`src/rtl/nrzi_pkg.sv`:
```
// Shared definitions for the NRZI receive decoder slice.
// Contents: FSM state type, default WIDTH/SYNC/IDLE_LEN values, and the
// ones-run length after which a stuff bit follows (used only when the
// NRZI_UNSTUFF_EN macro is defined).
package nrzi_pkg;

    typedef enum logic {
        HUNT = 1'b0,
        DATA = 1'b1
    } state_t;

    localparam int unsigned WIDTH_DEF    = 8;
    localparam logic [7:0]  SYNC_DEF     = 8'h80;
    localparam int unsigned IDLE_LEN_DEF = 16;
    localparam int unsigned STUFF_RUN    = 6;

endpackage

```
`src/rtl/nrzi_rx_decoder_if.sv`:
```
// Word delivery interface of the NRZI receive decoder.
// Ports/signals:
//   data  - holding-register word (decoder -> consumer)
//   valid - holding register full (decoder -> consumer)
//   ready - consumer accepts data on an edge where valid && ready
// Modports: master (decoder side), slave (consumer side).
interface nrzi_rx_decoder_if #(
    parameter int unsigned WIDTH = 8
) ();

    logic [WIDTH-1:0] data;
    logic             valid;
    logic             ready;

    modport master (output data, output valid, input ready);
    modport slave  (input data, input valid, output ready);

endinterface

```
`src/rtl/nrzi_bit_decoder.sv`:
```
// Line-level to bit recovery for a toggle-on-0 NRZI line.
// Ports:
//   clk     - rising-edge clock
//   reset_n - asynchronous active-low reset (previous level resets high)
//   bit_en  - sample strobe; the line is only looked at when this is 1
//   line    - encoded line level
//   b       - decoded bit: 1 when the line held, 0 when it toggled
//   b_valid - b is meaningful this cycle
module nrzi_bit_decoder (
    input  logic clk,
    input  logic reset_n,
    input  logic bit_en,
    input  logic line,
    output logic b,
    output logic b_valid
);

    logic r_prev_line;

    // Line idles high, so resetting to 1 means a quiet line decodes as 1s.
    always_ff @(posedge clk or negedge reset_n) begin
        if (!reset_n) begin
            r_prev_line <= 1'b1;
        end else if (bit_en) begin
            r_prev_line <= line;
        end
    end

    assign b       = ~(line ^ r_prev_line);
    assign b_valid = bit_en;

endmodule

```
`src/rtl/nrzi_rx_decoder.sv`:
```
// NRZI receive decoder: recovers bits from a toggle-on-0 line, hunts for an
// LSB-first sync word, assembles LSB-first WIDTH-bit words into a holding
// register with valid/ready delivery, and reports end of packet.
// Optional feature macro: NRZI_UNSTUFF_EN (bit unstuffing after a run of
// STUFF_RUN ones; replaces the IDLE_LEN end-of-packet rule).
// Ports:
//   clk, reset_n - clock, asynchronous active-low reset
//   bit_en, line - sample strobe and encoded line level
//   rx           - word delivery interface (data/valid out, ready in)
//   sync_det     - 1-cycle pulse when the sync word is found
//   eop          - 1-cycle pulse on end of packet
//   overflow     - 1-cycle pulse when a completed word is dropped
//   stuff_err    - 1-cycle pulse on a stuffing violation (0 without macro)
module nrzi_rx_decoder
    import nrzi_pkg::*;
#(
    parameter int unsigned      WIDTH    = WIDTH_DEF,
    parameter logic [WIDTH-1:0] SYNC     = WIDTH'(SYNC_DEF),
    parameter int unsigned      IDLE_LEN = IDLE_LEN_DEF
) (
    input  logic               clk,
    input  logic               reset_n,
    input  logic               bit_en,
    input  logic               line,
    nrzi_rx_decoder_if.master  rx,
    output logic               sync_det,
    output logic               eop,
    output logic               overflow,
    output logic               stuff_err
);

    localparam int unsigned BC_W  = (WIDTH > 1) ? $clog2(WIDTH) : 1;
    localparam int unsigned HC_W  = $clog2(WIDTH + 1);
    localparam int unsigned RUN_W = $clog2(IDLE_LEN + 1);

    localparam logic [BC_W-1:0]  BC_LAST = BC_W'(WIDTH - 1);
    localparam logic [HC_W-1:0]  HC_FULL = HC_W'(WIDTH);
    localparam logic [RUN_W-1:0] RUN_MAX = RUN_W'(IDLE_LEN);
`ifdef NRZI_UNSTUFF_EN
    localparam logic [RUN_W-1:0] STUFF_LIM = RUN_W'(STUFF_RUN);
`endif

    logic w_b;
    logic w_b_valid;

    nrzi_bit_decoder u_bit_dec (
        .clk     (clk),
        .reset_n (reset_n),
        .bit_en  (bit_en),
        .line    (line),
        .b       (w_b),
        .b_valid (w_b_valid)
    );

    state_t           r_state,    w_state_nx;
    logic [WIDTH-1:0] r_sr,       w_sr_nx;
    logic [BC_W-1:0]  r_bitcnt,   w_bitcnt_nx;
    logic [HC_W-1:0]  r_hcnt,     w_hcnt_nx;
    logic [RUN_W-1:0] r_run,      w_run_nx;
    logic [WIDTH-1:0] r_data,     w_data_nx;
    logic             r_valid,    w_valid_nx;
    logic             r_sync_det, w_sync_det_nx;
    logic             r_eop,      w_eop_nx;
    logic             r_overflow, w_overflow_nx;
`ifdef NRZI_UNSTUFF_EN
    logic             r_stuff_err, w_stuff_err_nx;
`endif

    logic [WIDTH-1:0] w_shift;
    logic             w_take;
    logic             w_complete;

    assign w_shift = {w_b, r_sr[WIDTH-1:1]};

    always_comb begin
        w_state_nx    = r_state;
        w_sr_nx       = r_sr;
        w_bitcnt_nx   = r_bitcnt;
        w_hcnt_nx     = r_hcnt;
        w_run_nx      = r_run;
        w_data_nx     = r_data;
        w_valid_nx    = r_valid;
        w_sync_det_nx = 1'b0;
        w_eop_nx      = 1'b0;
        w_overflow_nx = 1'b0;
`ifdef NRZI_UNSTUFF_EN
        w_stuff_err_nx = 1'b0;
`endif
        w_take        = 1'b0;
        w_complete    = 1'b0;

        if (w_b_valid) begin
            // Ones-run tracks every decoded bit regardless of state.
            if (!w_b) begin
                w_run_nx = '0;
            end else if (r_run != RUN_MAX) begin
                w_run_nx = r_run + 1'b1;
            end

            case (r_state)
                HUNT: begin
                    w_sr_nx = w_shift;
                    if (r_hcnt != HC_FULL) begin
                        w_hcnt_nx = r_hcnt + 1'b1;
                    end
                    // Require a full window of fresh bits so reset-time
                    // register contents can never fake a sync match.
                    if (w_shift == SYNC && w_hcnt_nx == HC_FULL) begin
                        w_sync_det_nx = 1'b1;
                        w_state_nx    = DATA;
                        w_bitcnt_nx   = '0;
                        w_run_nx      = '0;
                    end
                end
                DATA: begin
`ifdef NRZI_UNSTUFF_EN
                    if (r_run == STUFF_LIM) begin
                        // This bit is the stuff slot: a 0 is dropped (run
                        // already cleared above); a 1 ends the packet.
                        if (w_b) begin
                            w_state_nx  = HUNT;
                            w_hcnt_nx   = '0;
                            w_bitcnt_nx = '0;
                            if (r_bitcnt == '0) begin
                                w_eop_nx = 1'b1;
                            end else begin
                                w_stuff_err_nx = 1'b1;
                            end
                        end
                    end else begin
                        w_take = 1'b1;
                    end
`else
                    // EOP wins over a word completing on the same bit.
                    if (w_run_nx == RUN_MAX) begin
                        w_eop_nx    = 1'b1;
                        w_state_nx  = HUNT;
                        w_hcnt_nx   = '0;
                        w_bitcnt_nx = '0;
                    end else begin
                        w_take = 1'b1;
                    end
`endif
                    if (w_take) begin
                        w_sr_nx = w_shift;
                        if (r_bitcnt == BC_LAST) begin
                            w_complete  = 1'b1;
                            w_bitcnt_nx = '0;
                        end else begin
                            w_bitcnt_nx = r_bitcnt + 1'b1;
                        end
                    end
                end
                default: begin
                    w_state_nx = HUNT;
                end
            endcase
        end

        // Accept first, then let a same-edge completion refill the register.
        if (r_valid && rx.ready) begin
            w_valid_nx = 1'b0;
        end
        if (w_complete) begin
            if (r_valid && !rx.ready) begin
                w_overflow_nx = 1'b1;
            end else begin
                w_data_nx  = w_shift;
                w_valid_nx = 1'b1;
            end
        end
    end

    always_ff @(posedge clk or negedge reset_n) begin
        if (!reset_n) begin
            r_state     <= HUNT;
            r_sr        <= '0;
            r_bitcnt    <= '0;
            r_hcnt      <= '0;
            r_run       <= '0;
            r_data      <= '0;
            r_valid     <= 1'b0;
            r_sync_det  <= 1'b0;
            r_eop       <= 1'b0;
            r_overflow  <= 1'b0;
`ifdef NRZI_UNSTUFF_EN
            r_stuff_err <= 1'b0;
`endif
        end else begin
            r_state     <= w_state_nx;
            r_sr        <= w_sr_nx;
            r_bitcnt    <= w_bitcnt_nx;
            r_hcnt      <= w_hcnt_nx;
            r_run       <= w_run_nx;
            r_data      <= w_data_nx;
            r_valid     <= w_valid_nx;
            r_sync_det  <= w_sync_det_nx;
            r_eop       <= w_eop_nx;
            r_overflow  <= w_overflow_nx;
`ifdef NRZI_UNSTUFF_EN
            r_stuff_err <= w_stuff_err_nx;
`endif
        end
    end

    assign rx.data  = r_data;
    assign rx.valid = r_valid;
    assign sync_det = r_sync_det;
    assign eop      = r_eop;
    assign overflow = r_overflow;
`ifdef NRZI_UNSTUFF_EN
    assign stuff_err = r_stuff_err;
`else
    assign stuff_err = 1'b0;
`endif

endmodule
```
`src/flat_wrapper.sv`:
```
// flat-port wrapper written by rule: the top's interface ports become plain ports
module nrzi_rx_decoder_flat import nrzi_pkg::*;
#(
    parameter int unsigned      WIDTH    = WIDTH_DEF,
    parameter logic [WIDTH-1:0] SYNC     = WIDTH'(SYNC_DEF),
    parameter int unsigned      IDLE_LEN = IDLE_LEN_DEF
)
  (clk, reset_n, bit_en, line, sync_det, eop, overflow, stuff_err, rx_data, rx_valid, rx_ready);
  nrzi_rx_decoder_if #(.WIDTH(WIDTH)) rx_i ();
  input  logic clk;
  input  logic reset_n;
  input  logic bit_en;
  input  logic line;
  output logic sync_det;
  output logic eop;
  output logic overflow;
  output logic stuff_err;
  output wire logic [$bits(rx_i.data)-1:0] rx_data;
  output wire logic [$bits(rx_i.valid)-1:0] rx_valid;
  input wire logic [$bits(rx_i.ready)-1:0] rx_ready;
  assign rx_data = rx_i.data;
  assign rx_valid = rx_i.valid;
  assign rx_i.ready = rx_ready;
  nrzi_rx_decoder #(.WIDTH(WIDTH), .SYNC(SYNC), .IDLE_LEN(IDLE_LEN)) u_core (.clk(clk), .reset_n(reset_n), .bit_en(bit_en), .line(line), .rx(rx_i), .sync_det(sync_det), .eop(eop), .overflow(overflow), .stuff_err(stuff_err));
endmodule
```
`config.mk`:
```
export PLATFORM = sky130hd
export DESIGN_NAME = nrzi_rx_decoder_flat
export DESIGN_NICKNAME = d
export VERILOG_FILES = /design/src/rtl/nrzi_pkg.sv /design/src/rtl/nrzi_rx_decoder_if.sv /design/src/rtl/nrzi_bit_decoder.sv /design/src/rtl/nrzi_rx_decoder.sv /design/src/flat_wrapper.sv
export SDC_FILE = /design/constraint.sdc
export NUM_CORES = 1
export LEC_CHECK = 0
export CAP_MARGIN = 10
export CELL_PAD_IN_SITES_DETAIL_PLACEMENT = 0
export CELL_PAD_IN_SITES_GLOBAL_PLACEMENT = 1
export CORE_MARGIN = 10
export CORE_UTILIZATION = 45
export CTS_CLUSTER_SIZE = 12
export DETAILED_ROUTE_END_ITERATION = 8
export HOLD_SLACK_MARGIN = 0.05
export PLACE_DENSITY_LB_ADDON = 0.05
export SLEW_MARGIN = 20
export SYNTH_ARGS = -nofsm -noshare
export SYNTH_HDL_FRONTEND = slang
export SYNTH_SLANG_ARGS = --single-unit
export TNS_END_PERCENT = 1
```
`constraint.sdc`:
```
create_clock -name clk -period 2.45 [get_ports clk]
set_input_delay 0.6125 -clock clk [delete_from_list [all_inputs] [get_ports clk]]
set_output_delay 0.6125 -clock clk [all_outputs]
set_load 0.1 [all_outputs]
```
Figure 1. Port wiring (run 1).
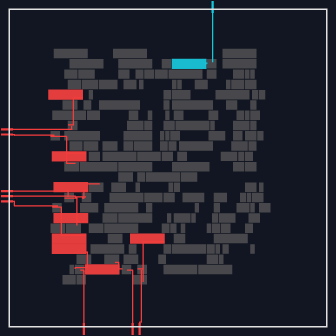
port	colour	bits	direction	edge	end cells	buffers	wire
rx_data	red	8	output	5 west, 3 south	8	8	218 µm
eop	cyan	1	output	north	1	1	14.2 µm
I/O pin cnt: 18
PortBufs: 16

Figure 2. Sequential cells grouped by signal name (run 1).
Bar = 20 µm. Other sequential cells in the stronger grey, the rest of the logic in the fainter grey.
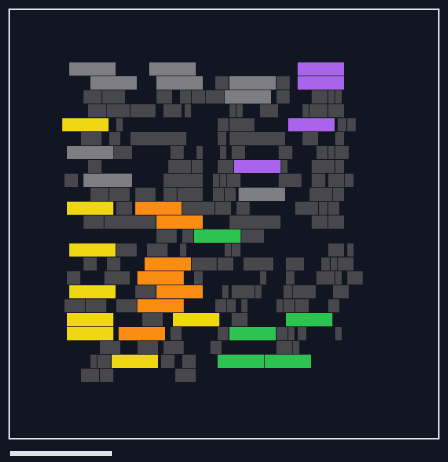
netlist name	colour	sequential cells
u_core.r_hcnt	purple	4
u_core.rx.data	yellow	8
u_core.r_sr	orange	7
u_core.r_run	green	5
not coloured	9
final cell utilization of the core: 53.78%
total sequential power: 887 µW
register cell area after layout: 827.0 µm²
sequential portion of the cell area: 38.72%

Figure 3. Cells by drive strength (run 1).
Bar = 20 µm.
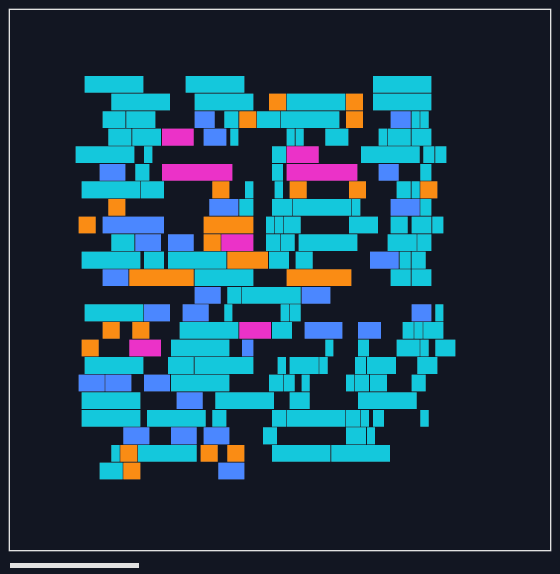
size	colour	cells
x2	blue	28
x6 and larger	magenta	7
x3 and x4	orange	22
x1 and smaller	cyan	122

Figure 4. Signal wires by layer (run 1).
Bar = 20 µm.
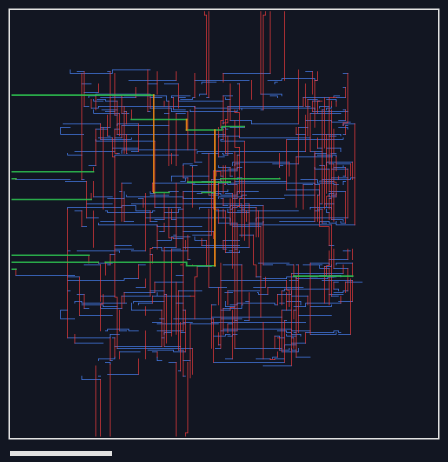
layer	colour	wire length
M2	red	1690 µm
M1	blue	1700 µm
M3	green	174 µm
M4	orange	47.6 µm

==> impl_table.tex, run 1 <==
% Implementation results table
\begin{tabular}{lr}
\hline
Metric & Value \\
\hline
\multicolumn{2}{l}{\textbf{Layout}} \\
\quad Non-clock inverter total of the final layout & 10 \\
\quad Final non-filler cell total & 229 \\
\quad Combinational share of cell area & 42.12\% \\
\quad Antenna diode count & 0 \\
\quad Clock Network Area Fraction & roughly 6.3\% \\
\quad Proportion of layout cells with a drive suffix above 1 & 31.84\% \\
\quad Finished Cell Area & around 2100 µm² \\
\quad Number of sequential cells & 33 \\
\quad Area occupied by multi-input gates & around 900 µm² \\
\quad Signal buffers & 22 \\
\multicolumn{2}{l}{\textbf{Clocking}} \\
\quad Number of gates resized after cts & 0 \\
\quad Root cell of the clock tree & sky130\_fd\_sc\_hd\_\_clkbuf\_8 \\
\quad Post-CTS Hold Buffers & 0 \\
\quad Number of clock buffers inserted by TritonCTS & 5 \\
\quad Clock slew at the register clock pins of the worst setup and hold paths & 70 ps \\
\quad Insertion delay of the later-clocked pin in the worst-skew pair & 280 ps \\
\multicolumn{2}{l}{\textbf{Setup path}} \\
\quad Endpoint arrival time on the critical path & 2440 ps \\
\quad CP max stage cell & sky130\_fd\_sc\_hd\_\_dfrtp\_1 \\
\quad CP top delay family & multiplexers \\
\quad Endpoint class of the critical path & flop \\
\quad Ordered list of cells on the worst path & ha\_1 -> nand2b\_1 -> mux2i\_1 -> a21oi\_2 -> o31ai\_4 -> mux2\_2 \\
\quad Max FO, Critical Path & 9 \\
\quad Origin of the critical flop-to-flop path & u\_core.r\_run[0] \\
\quad Crit start category & flop \\
\quad Number of buffers and inverters on the critical path & 0 \\
\quad Crit path kind & flop to flop \\
\multicolumn{2}{l}{\textbf{Outcome}} \\
\quad Run status & complete, no violations \\
\multicolumn{2}{l}{\textbf{Synthesis}} \\
\quad Complex Gates by Area & 16.01\% \\
\quad Multiplexer area fraction after synthesis & 10.45\% \\
\quad Most repeated cell in the gate-level netlist after synthesis & sky130\_fd\_sc\_hd\_\_dfrtp\_1 \\
\quad Yosys stat chip area & 1820 µm² \\
\quad Dominant synthesized flop cell & sky130\_fd\_sc\_hd\_\_dfrtp\_1 \\
\quad Top cells by count, synth & 32 x sky130\_fd\_sc\_hd\_\_dfrtp\_1, 15 x sky130\_fd\_sc\_hd\_\_mux2\_2, 9 x sky130\_fd\_sc\_hd\_\_inv\_1 \\
\quad Netlist area before placement & 1820 µm² \\
\quad Net count after synthesis & 169 \\
\quad Share of the synthesized netlist area taken by xor and xnor gates & 4.811\% \\
\quad Sequential-to-total area share from yosys stat & 45.43\% \\
\quad Yosys simple share & between 10 and 15\% \\
\quad Area share of fa/ha/maj cells after synthesis & under 10\% \\
\quad Avg Synthesized Cell Area & around 12 µm² \\
\multicolumn{2}{l}{\textbf{Final timing}} \\
\quad Fmax & 0.4418 GHz \\
\quad Finish-stage setup viols & 0 \\
\quad Worst slew margin & 62.83\% \\
\quad RSZ-0062 raised after global routing & false \\
\quad Hold\_ws & a little over 500 ps \\
\quad Post-route setup TNS & 0 ps \\
\quad Number of slew-limit violations in the final report & 0 \\
\quad Transition time at the pin with the least slew margin & 553.3 ps \\
\multicolumn{2}{l}{\textbf{Placement}} \\
\quad Sum of net half-perimeters after detailed placement & 2657 µm \\
\quad Post-detailed-placement cell area & about 2000 µm² \\
\quad GPL Wtd Cong & 0.7614 \\
\multicolumn{2}{l}{\textbf{Global route}} \\
\quad Pin count of the biggest net entering global routing & 34 \\
\quad GRT Resource Usage Total & about a tenth \\
\quad Aggregate global routing overflow & 0 \\
\multicolumn{2}{l}{\textbf{Flow run}} \\
\quad Log Warnings & 28 \\
\multicolumn{2}{l}{\textbf{Route}} \\
\quad Average via count per standard cell & 5.476 \\
\quad Post-route ant nets & 0 \\
\quad Violation count after the first detailed-routing iteration & between 40 and 50 \\
\quad Drt first pass iters & 4 \\
\multicolumn{2}{l}{\textbf{Die}} \\
\quad Initial standard-cell utilization of the core & 45.84\% \\
\quad Die height & 83.61 µm \\
\quad Die Footprint & 6990 µm² \\
\multicolumn{2}{l}{\textbf{Power}} \\
\quad Leakage power & 0.9697 nW \\
\quad Clk pwr share & 22.5\% \\
\quad Cell-internal power & 1.497 mW \\
\quad Net Sw Frac & 44.01\% \\
\multicolumn{2}{l}{\textbf{Hold path}} \\
\quad HP Start & u\_core.rx.data[1] \\
\quad Worst min path class & flop to flop \\
\hline
\end{tabular}
==> run 1: registers in the layout (all words and copies together), names as in the netlist <==
name                          cells
u_core.r_state                    1
u_core.sync_det                   1
u_core.rx.data                    8
u_core.r_hcnt                     4
u_core.r_sr                       7
u_core.r_run                      5
u_core.overflow                   1
u_core.r_bitcnt                   3
u_core.rx.valid                   1
u_core.u_bit_dec.r_prev_line      1
u_core.eop                        1
==> run 1: layer usage <==
| layer | track usage (%) | routed length (µm) | vias to the layer above | share of wire [%] |
|---|---|---|---|---|
| met5 | 0 | 0 | - | 0 |
| met4 | 3.653 | 47 | 0 | 1.3 |
| met3 | 3.711 | 173 | 7 | 4.8 |
| met2 | 16.24 | 1687 | 18 | 47 |
| met1 | 13.39 | 1700 | 617 | 47 |
| li1 | - | - | 612 | - |
==> run 1: power by group through the flow <==
stage               sequential, mW  combinational (mW)  clock, mW
floorplan                     1.29               0.536          0
global placement             0.884                1.17          0
detailed placement           0.897                1.19          0
CTS                          0.887                1.19      0.613
global route                 0.920                1.27      0.640
finish                       0.887                1.19      0.601
==> run 1: final timing paths <==
| check | to | slack, ps | cells after the start |
|---|---|---|---|
| max reg2reg | u_core.r_sr[1] | 190 | 6 |
| max | u_core.r_sr[1] | 190 | 6 |
| max in group asynchronous | u_core.u_bit_dec.r_prev_line | 1400 | 2 |
| min in group asynchronous | u_core.rx.data[1] | 720 | 2 |
| min reg2reg | u_core.rx.data[1] | 510 | 1 |
| min | u_core.rx.data[1] | 510 | 1 |
==> run 1: cells by family after synthesis <==
group                    Yosys count
other                              1
AND-OR/OR-AND                     32
XOR/XNOR                           7
buffers and inverters             19
multiplexers                      17
flip-flops                        33
adder cells (fa/ha/maj)            6
AND/OR/NAND/NOR                   43
==> run 2: changes to the inputs <==
--- a/config.mk
+++ b/config.mk
@@ -14,6 +14,7 @@
 export DETAILED_ROUTE_END_ITERATION = 8
 export HOLD_SLACK_MARGIN = 0.05
 export PLACE_DENSITY_LB_ADDON = 0.05
+export REMOVE_ABC_BUFFERS = 1
 export SLEW_MARGIN = 20
 export SYNTH_ARGS = -nofsm -noshare
 export SYNTH_HDL_FRONTEND = slang
Figure 5. Port wiring (run 2).
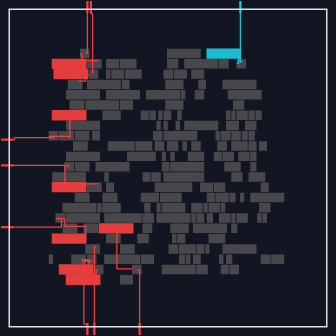
port	colour	bits	direction	edge	end cells	buffers	wire
eop	cyan	1	output	north	1	1	16.5 µm
rx_data	red	8	output	3 west, 3 south, 2 north	8	8	211 µm

Figure 6. Signal wires by layer (run 2).
Bar = 20 µm.
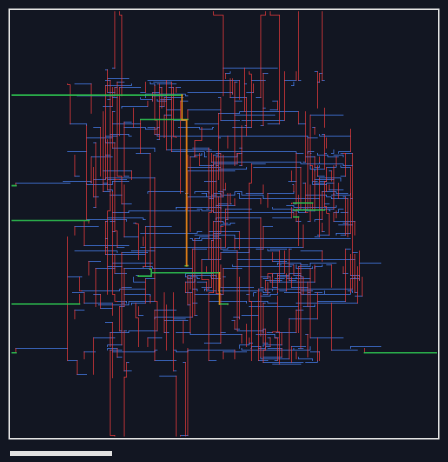
layer	colour	wire length
M4	orange	40.4 µm
M3	green	116 µm
M2	red	1830 µm
M1	blue	1530 µm
aggregate routed wire length: 3519 µm
GRT Resource Usage Total: 10.92%

==> impl_table.tex, run 2 <==
% Implementation results table
\begin{tabular}{lr}
\hline
Metric & Value \\
\hline
\multicolumn{2}{l}{\textbf{Outcome}} \\
\quad Run status & complete, no violations \\
\multicolumn{2}{l}{\textbf{Synthesis}} \\
\quad Yosys stat chip area & 1820 µm² \\
\quad Complex Gates by Area & around 16\% \\
\quad Avg Synthesized Cell Area & 11.52 µm² \\
\quad Top cells by count, synth & 32 x sky130\_fd\_sc\_hd\_\_dfrtp\_1, 15 x sky130\_fd\_sc\_hd\_\_mux2\_2, 9 x sky130\_fd\_sc\_hd\_\_inv\_1 \\
\quad Most repeated cell in the gate-level netlist after synthesis & sky130\_fd\_sc\_hd\_\_dfrtp\_1 \\
\quad Leading cell types by total area after synthesis & sky130\_fd\_sc\_hd\_\_dfrtp\_1 44\%, sky130\_fd\_sc\_hd\_\_mux2\_2 9.3\%, sky130\_fd\_sc\_hd\_\_ha\_1 4.1\% \\
\quad Share of the synthesized netlist area taken by xor and xnor gates & 4.811\% \\
\quad Multiplexer area fraction after synthesis & 10.45\% \\
\quad Yosys simple share & 13.47\% \\
\quad Dominant synthesized flop cell & sky130\_fd\_sc\_hd\_\_dfrtp\_1 \\
\quad Area share of fa/ha/maj cells after synthesis & 4.124\% \\
\multicolumn{2}{l}{\textbf{Hold path}} \\
\quad Worst min path class & flop to flop \\
\multicolumn{2}{l}{\textbf{Global route}} \\
\quad GR Layer Usage met1 & 12.49\% \\
\quad Met3 Track Usage GR & 3.320\% \\
\quad Pin count of the biggest net entering global routing & 34 \\
\quad Aggregate global routing overflow & 0 \\
\quad Met2 track utilization from global routing & 18.12\% \\
\multicolumn{2}{l}{\textbf{Layout}} \\
\quad Flip-flop count of the largest register, all copies and words added & 8 \\
\quad Finished Cell Area & between 2000 and 2500 µm² \\
\quad Antenna diode count & 0 \\
\quad Proportion of layout cells with a drive suffix above 1 & 31.49\% \\
\quad Register cell area after layout & 827.0 µm² \\
\quad Area occupied by multi-input gates & 893.4 µm² \\
\quad Top cell excl fill/tap & sky130\_fd\_sc\_hd\_\_dfrtp\_1 \\
\multicolumn{2}{l}{\textbf{Setup path}} \\
\quad Endpoint arrival time on the critical path & approximately 2400 ps \\
\quad Crit start category & flop \\
\quad Endpoint class of the critical path & flop \\
\quad Crit path kind & flop to flop \\
\quad Reg2Reg Setup Slack & roughly 170 ps \\
\quad Max FO, Critical Path & 9 \\
\multicolumn{2}{l}{\textbf{Placement}} \\
\quad Post-detailed-placement cell area & 2023 µm² \\
\quad PortBufs & 16 \\
\multicolumn{2}{l}{\textbf{Route}} \\
\quad Routed length on met2 & $\sim$1800 µm \\
\quad Post-route ant nets & 0 \\
\quad Drt first pass iters & 4 \\
\quad Total routed wire length on the met1 layer & 1529 µm \\
\multicolumn{2}{l}{\textbf{Final timing}} \\
\quad Fmax & between 0.4 and 0.5 GHz \\
\quad Finish-stage setup viols & 0 \\
\quad Worst slew margin & 65.51\% \\
\quad Transition time at the pin with the least slew margin & $\sim$510 ps \\
\quad Number of slew-limit violations in the final report & 0 \\
\multicolumn{2}{l}{\textbf{Clocking}} \\
\quad Number of gates resized after cts & 0 \\
\quad Clock slew at the register clock pins of the worst setup and hold paths & 70 ps \\
\quad Post-CTS Hold Buffers & 0 \\
\quad Root cell of the clock tree & sky130\_fd\_sc\_hd\_\_clkbuf\_8 \\
\quad Insertion delay of the later-clocked pin in the worst-skew pair & 280 ps \\
\multicolumn{2}{l}{\textbf{Die}} \\
\quad Die Footprint & 6990 µm² \\
\quad I/O pin cnt & 18 \\
\quad Die height & 83.61 µm \\
\quad Initial standard-cell utilization of the core & 45.84\% \\
\quad Area of the core & roughly 4000 µm² \\
\multicolumn{2}{l}{\textbf{Power}} \\
\quad Leakage power & between 0.9 and 1 nW \\
\multicolumn{2}{l}{\textbf{Flow run}} \\
\quad Log Warnings & 27 \\
\hline
\end{tabular}
Figure 7. Sequential cells grouped by signal name (run 2).
Bar = 20 µm. Other sequential cells in the stronger grey, the rest of the logic in the fainter grey.
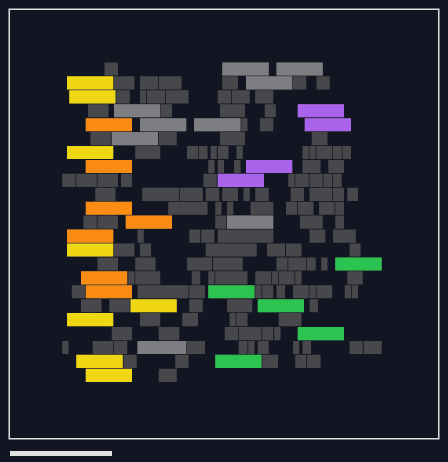
netlist name	colour	sequential cells
u_core.r_hcnt	purple	4
u_core.r_sr	orange	7
u_core.r_run	green	5
u_core.rx.data	yellow	8
total sequential power: 882 µW
final cell utilization of the core: 53.88%
sequential portion of the cell area: 38.65%

-- run 2: critical path, cell delays in order (launching register included) --
cell	delay (ps)
sky130_fd_sc_hd__dfrtp_1	510
sky130_fd_sc_hd__ha_1	340
sky130_fd_sc_hd__nand3_2	130
sky130_fd_sc_hd__xnor2_2	220
sky130_fd_sc_hd__nand3_4	150
sky130_fd_sc_hd__o31ai_4	430
sky130_fd_sc_hd__mux2_2	390
-- run 2: final timing paths --
| check | startpoint | end | cells past startpoint |
|---|---|---|---|
| max in group asynchronous | reset_n | u_core.u_bit_dec.r_prev_line | 2 |
| hold / removal | u_core.rx.data[5] | u_core.rx.data[5] | 1 |
| setup reg to reg | u_core.r_run[0] | u_core.r_sr[3] | 6 |
| min in group asynchronous | reset_n | u_core.r_run[2] | 2 |
| setup / recovery | u_core.r_run[0] | u_core.r_sr[3] | 6 |
| hold reg to reg | u_core.rx.data[5] | u_core.rx.data[5] | 1 |
-- run 2: report_power, final --
| part | switching (mW) | internal [mW] | leakage (nW) |
|---|---|---|---|
| combinational | 0.795 | 0.386 | 0.517 |
| clock | 0.184 | 0.331 | 0.0585 |
| sequential | 0.166 | 0.716 | 0.401 |
-- run 2: area by class of cell --
| class | count | area share (%) |
|---|---|---|
| Multi-Input combinational cell | 106 | 41.75 |
| Sequential cell | 33 | 38.65 |
| Timing Repair Buffer | 24 | 9.474 |
| Clock buffer | 7 | 4.035 |
| Tap cell | 50 | 2.924 |
| Inverter | 10 | 1.754 |
| Clock inverter | 1 | 1.404 |
-- run 2: metrics by stage --
stage	setup slack (ps)	TNS [ps]	total power, mW	cells
after floorplan	314.4	0	1.790	149
after global placement	31.66	0	2.061	223
after detailed placement	-34.54	-180.0	2.087	223
after CTS	164.5	0	2.616	231
after global routing	12.14	0	2.743	231
final	169.9	0	2.578	231
Figure 8. Clock nets (run 2).
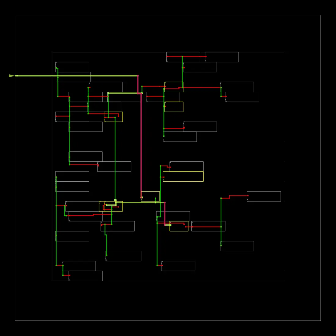

==> run 3: changes to the inputs <==
--- a/config.mk
+++ b/config.mk
@@ -5,14 +5,15 @@
 export SDC_FILE = /design/constraint.sdc
 export NUM_CORES = 1
 export LEC_CHECK = 0
+export ABC_AREA = 1
 export CAP_MARGIN = 10
 export CELL_PAD_IN_SITES_DETAIL_PLACEMENT = 0
 export CELL_PAD_IN_SITES_GLOBAL_PLACEMENT = 1
 export CORE_MARGIN = 10
-export CORE_UTILIZATION = 45
+export CORE_UTILIZATION = 41
 export CTS_CLUSTER_SIZE = 12
 export DETAILED_ROUTE_END_ITERATION = 8
-export HOLD_SLACK_MARGIN = 0.05
+export HOLD_SLACK_MARGIN = 0.1
 export PLACE_DENSITY_LB_ADDON = 0.05
 export REMOVE_ABC_BUFFERS = 1
 export SLEW_MARGIN = 20
Figure 9. Clock nets (run 3).
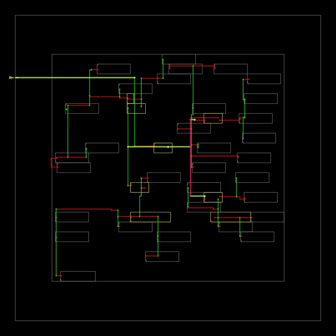
number of clock buffers inserted by TritonCTS: 5
number of clock buffer instances in the layout: 5
clock sink count: 33
number of sequential cells: 33
power consumed by the clock network: 602 µW

Figure 10. Signal wires by layer (run 3).
Bar = 20 µm.
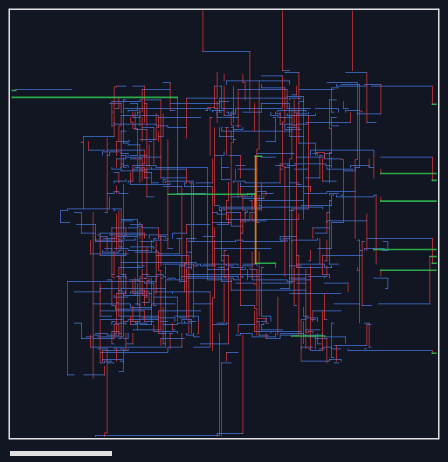
layer	colour	wire length
M3	green	111 µm
M4	orange	21.1 µm
M1	blue	1720 µm
M2	red	1830 µm

Figure 11. Cells by drive strength (run 3).
Bar = 20 µm.
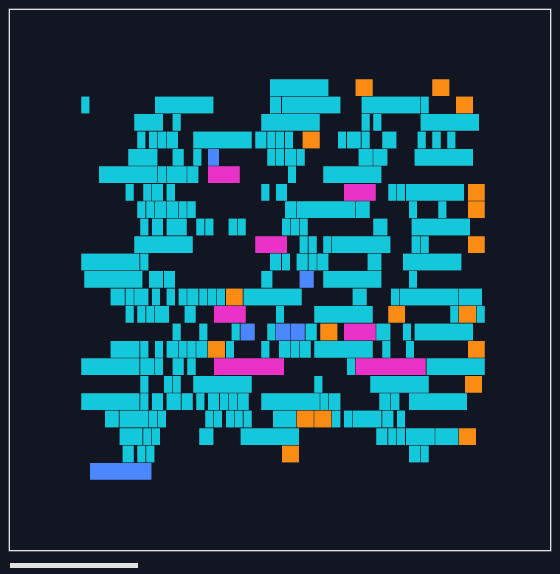
size	colour	cells
x3 and x4	orange	18
x6 and larger	magenta	7
x2	blue	6
x1 and smaller	cyan	205

==> impl_table.tex, run 3 <==
% Implementation results table
\begin{tabular}{lr}
\hline
Metric & Value \\
\hline
\multicolumn{2}{l}{\textbf{Setup path}} \\
\quad Ordered list of cells on the worst path & clkdlybuf4s50\_1 -> nand2\_1 -> nand2\_1 -> inv\_1 -> nor2\_1 -> nand2\_1 -> nor2\_2 -> nand2\_2 -> nand2\_2 -> nand2\_1 -> o21ai\_0 \\
\quad CP top delay family & simple AND/OR/NAND/NOR gates \\
\quad Cells on worst reg2reg path & 13 \\
\quad Maximum cell stage delay along the critical path & 490 ps \\
\quad Endpoint arrival time on the critical path & 2310 ps \\
\quad CP max stage cell & sky130\_fd\_sc\_hd\_\_clkdlybuf4s50\_1 \\
\quad Max FO, Critical Path & 11 \\
\quad Origin of the critical flop-to-flop path & u\_core.r\_run[0] \\
\quad Destination of the worst register-to-register timing path & u\_core.r\_hcnt[1] \\
\quad Critical Path Sink & u\_core.r\_sr[7] \\
\quad Crit start category & primary input \\
\quad Crit path kind & primary input to flop \\
\quad Endpoint class of the critical path & flop \\
\quad Number of buffers and inverters on the critical path & 2 \\
\quad CP Depth & 11 \\
\multicolumn{2}{l}{\textbf{Placement}} \\
\quad Post-detailed-placement cell area & 1873 µm² \\
\quad PortBufs & 16 \\
\quad Sum of net half-perimeters after detailed placement & 2777 µm \\
\quad GPL Wtd Cong & 0.8557 \\
\multicolumn{2}{l}{\textbf{Synthesis}} \\
\quad Yosys simple share & a little under a third \\
\quad Sequential-to-total area share from yosys stat & about half \\
\quad Netlist area before placement & roughly 1700 µm² \\
\quad Leading cell types by total area after synthesis & sky130\_fd\_sc\_hd\_\_dfrtp\_1 47\%, sky130\_fd\_sc\_hd\_\_nand2\_1 15\%, sky130\_fd\_sc\_hd\_\_nand3\_1 6.5\% \\
\quad Complex Gates by Area & 5.411\% \\
\quad Most repeated cell in the gate-level netlist after synthesis & sky130\_fd\_sc\_hd\_\_nand2\_1 \\
\quad Share of the synthesized netlist area taken by xor and xnor gates & 1.038\% \\
\quad Top cells by count, synth & 69 x sky130\_fd\_sc\_hd\_\_nand2\_1, 32 x sky130\_fd\_sc\_hd\_\_dfrtp\_1, 22 x sky130\_fd\_sc\_hd\_\_inv\_1, 22 x sky130\_fd\_sc\_hd\_\_nand3\_1, 16 x sky130\_fd\_sc\_hd\_\_nor2\_1 \\
\quad Avg Synthesized Cell Area & 7.887 µm² \\
\quad Dominant synthesized flop cell & sky130\_fd\_sc\_hd\_\_dfrtp\_1 \\
\multicolumn{2}{l}{\textbf{Global route}} \\
\quad Aggregate global routing overflow & 0 \\
\quad Met3 Track Usage GR & 2.705\% \\
\quad Pin count of the biggest net entering global routing & 34 \\
\quad Busiest metal layer after global routing & met2 \\
\multicolumn{2}{l}{\textbf{Die}} \\
\quad Area of the core & 4000 µm² \\
\quad Die height & about 84 µm \\
\quad I/O pin cnt & 18 \\
\multicolumn{2}{l}{\textbf{Clocking}} \\
\quad Clock slew at the register clock pins of the worst setup and hold paths & 70 ps \\
\quad Post-CTS Hold Buffers & 0 \\
\quad Insertion delay of the later-clocked pin in the worst-skew pair & 280 ps \\
\quad Number of gates resized after cts & 0 \\
\multicolumn{2}{l}{\textbf{Layout}} \\
\quad Proportion of layout cells with a drive suffix above 1 & 13.14\% \\
\quad Final cell utilization of the core & 50.17\% \\
\quad Top cell excl fill/tap & sky130\_fd\_sc\_hd\_\_nand2\_1 \\
\quad Final non-filler cell total & 286 \\
\quad Finished Cell Area & 2007 µm² \\
\multicolumn{2}{l}{\textbf{Flow run}} \\
\quad Log Warnings & 27 \\
\multicolumn{2}{l}{\textbf{Final timing}} \\
\quad RSZ-0062 raised after global routing & false \\
\quad Finish-stage setup viols & 0 \\
\multicolumn{2}{l}{\textbf{Route}} \\
\quad Aggregate routed wire length & 3690 µm \\
\quad Average via count per standard cell & 4.979 \\
\quad Post-route ant nets & 0 \\
\quad Drt first pass iters & 4 \\
\multicolumn{2}{l}{\textbf{Power}} \\
\quad Leakage power & 1.062 nW \\
\multicolumn{2}{l}{\textbf{Outcome}} \\
\quad Run status & complete, no violations \\
\multicolumn{2}{l}{\textbf{Hold path}} \\
\quad Worst min path class & flop to flop \\
\hline
\end{tabular}
-- run 3: cell count changes after synthesis, moves of 8 or more --
cell	change
sky130_fd_sc_hd__nand4_1	+12
sky130_fd_sc_hd__o21ai_0	+8
sky130_fd_sc_hd__nor2_1	+8
sky130_fd_sc_hd__nand2_1	+61
sky130_fd_sc_hd__nand3_1	+19
sky130_fd_sc_hd__inv_1	+13
sky130_fd_sc_hd__mux2_2	-15
-- run 3: how the worst min path moves through the flow --
stage / endpoint / start / cells past startpoint
final: u_core.rx.data[5] / u_core.rx.data[5] / 2
after floorplan: u_core.eop / reset_n / 0
after global placement: u_core.rx.data[7] / u_core.rx.data[7] / 2
after global routing: u_core.rx.data[3] / u_core.rx.data[3] / 2
after CTS: u_core.rx.data[5] / u_core.rx.data[5] / 2
after detailed placement: u_core.rx.data[5] / u_core.rx.data[5] / 2
-- run 3: final cells by class --
type / count / area, µm² / share of cell area [%]
sequential: 33 / 827.0 / 41.21
multi-input combinational: 150 / 721.9 / 35.97
timing repair buffer: 22 / 175.2 / 8.728
inverter: 23 / 86.33 / 4.302
clock buffer: 5 / 68.82 / 3.429
clock inverter: 3 / 65.06 / 3.242
tap: 50 / 62.56 / 3.117
-- run 3: cells by family (layout without fill, tap and decap cells) --
logic type                 Yosys count  in the layout
other                                1              1
buffers and inverters               31             53
xor gates and xnor gates             2              2
AOI/OAI and AO/OA                   17             17
adders and majority gates            6              6
DFF                                 33             33
and+or+nand+nor                    124            124
-- run 3: metal layers --
layer / wire length, µm / up-vias
met3: 110 / 3
met5: 0 / -
li1: - / 732
met2: 1834 / 17
met1: 1723 / 672
met4: 21 / 0
-- run 3: power by group --
group / switching (mW) / internal [mW]
Combinational: 0.205 / 0.123
Sequential: 0.0794 / 0.619
Clock: 0.198 / 0.404
No activity file was given, so power comes from the tool's default toggle rates.
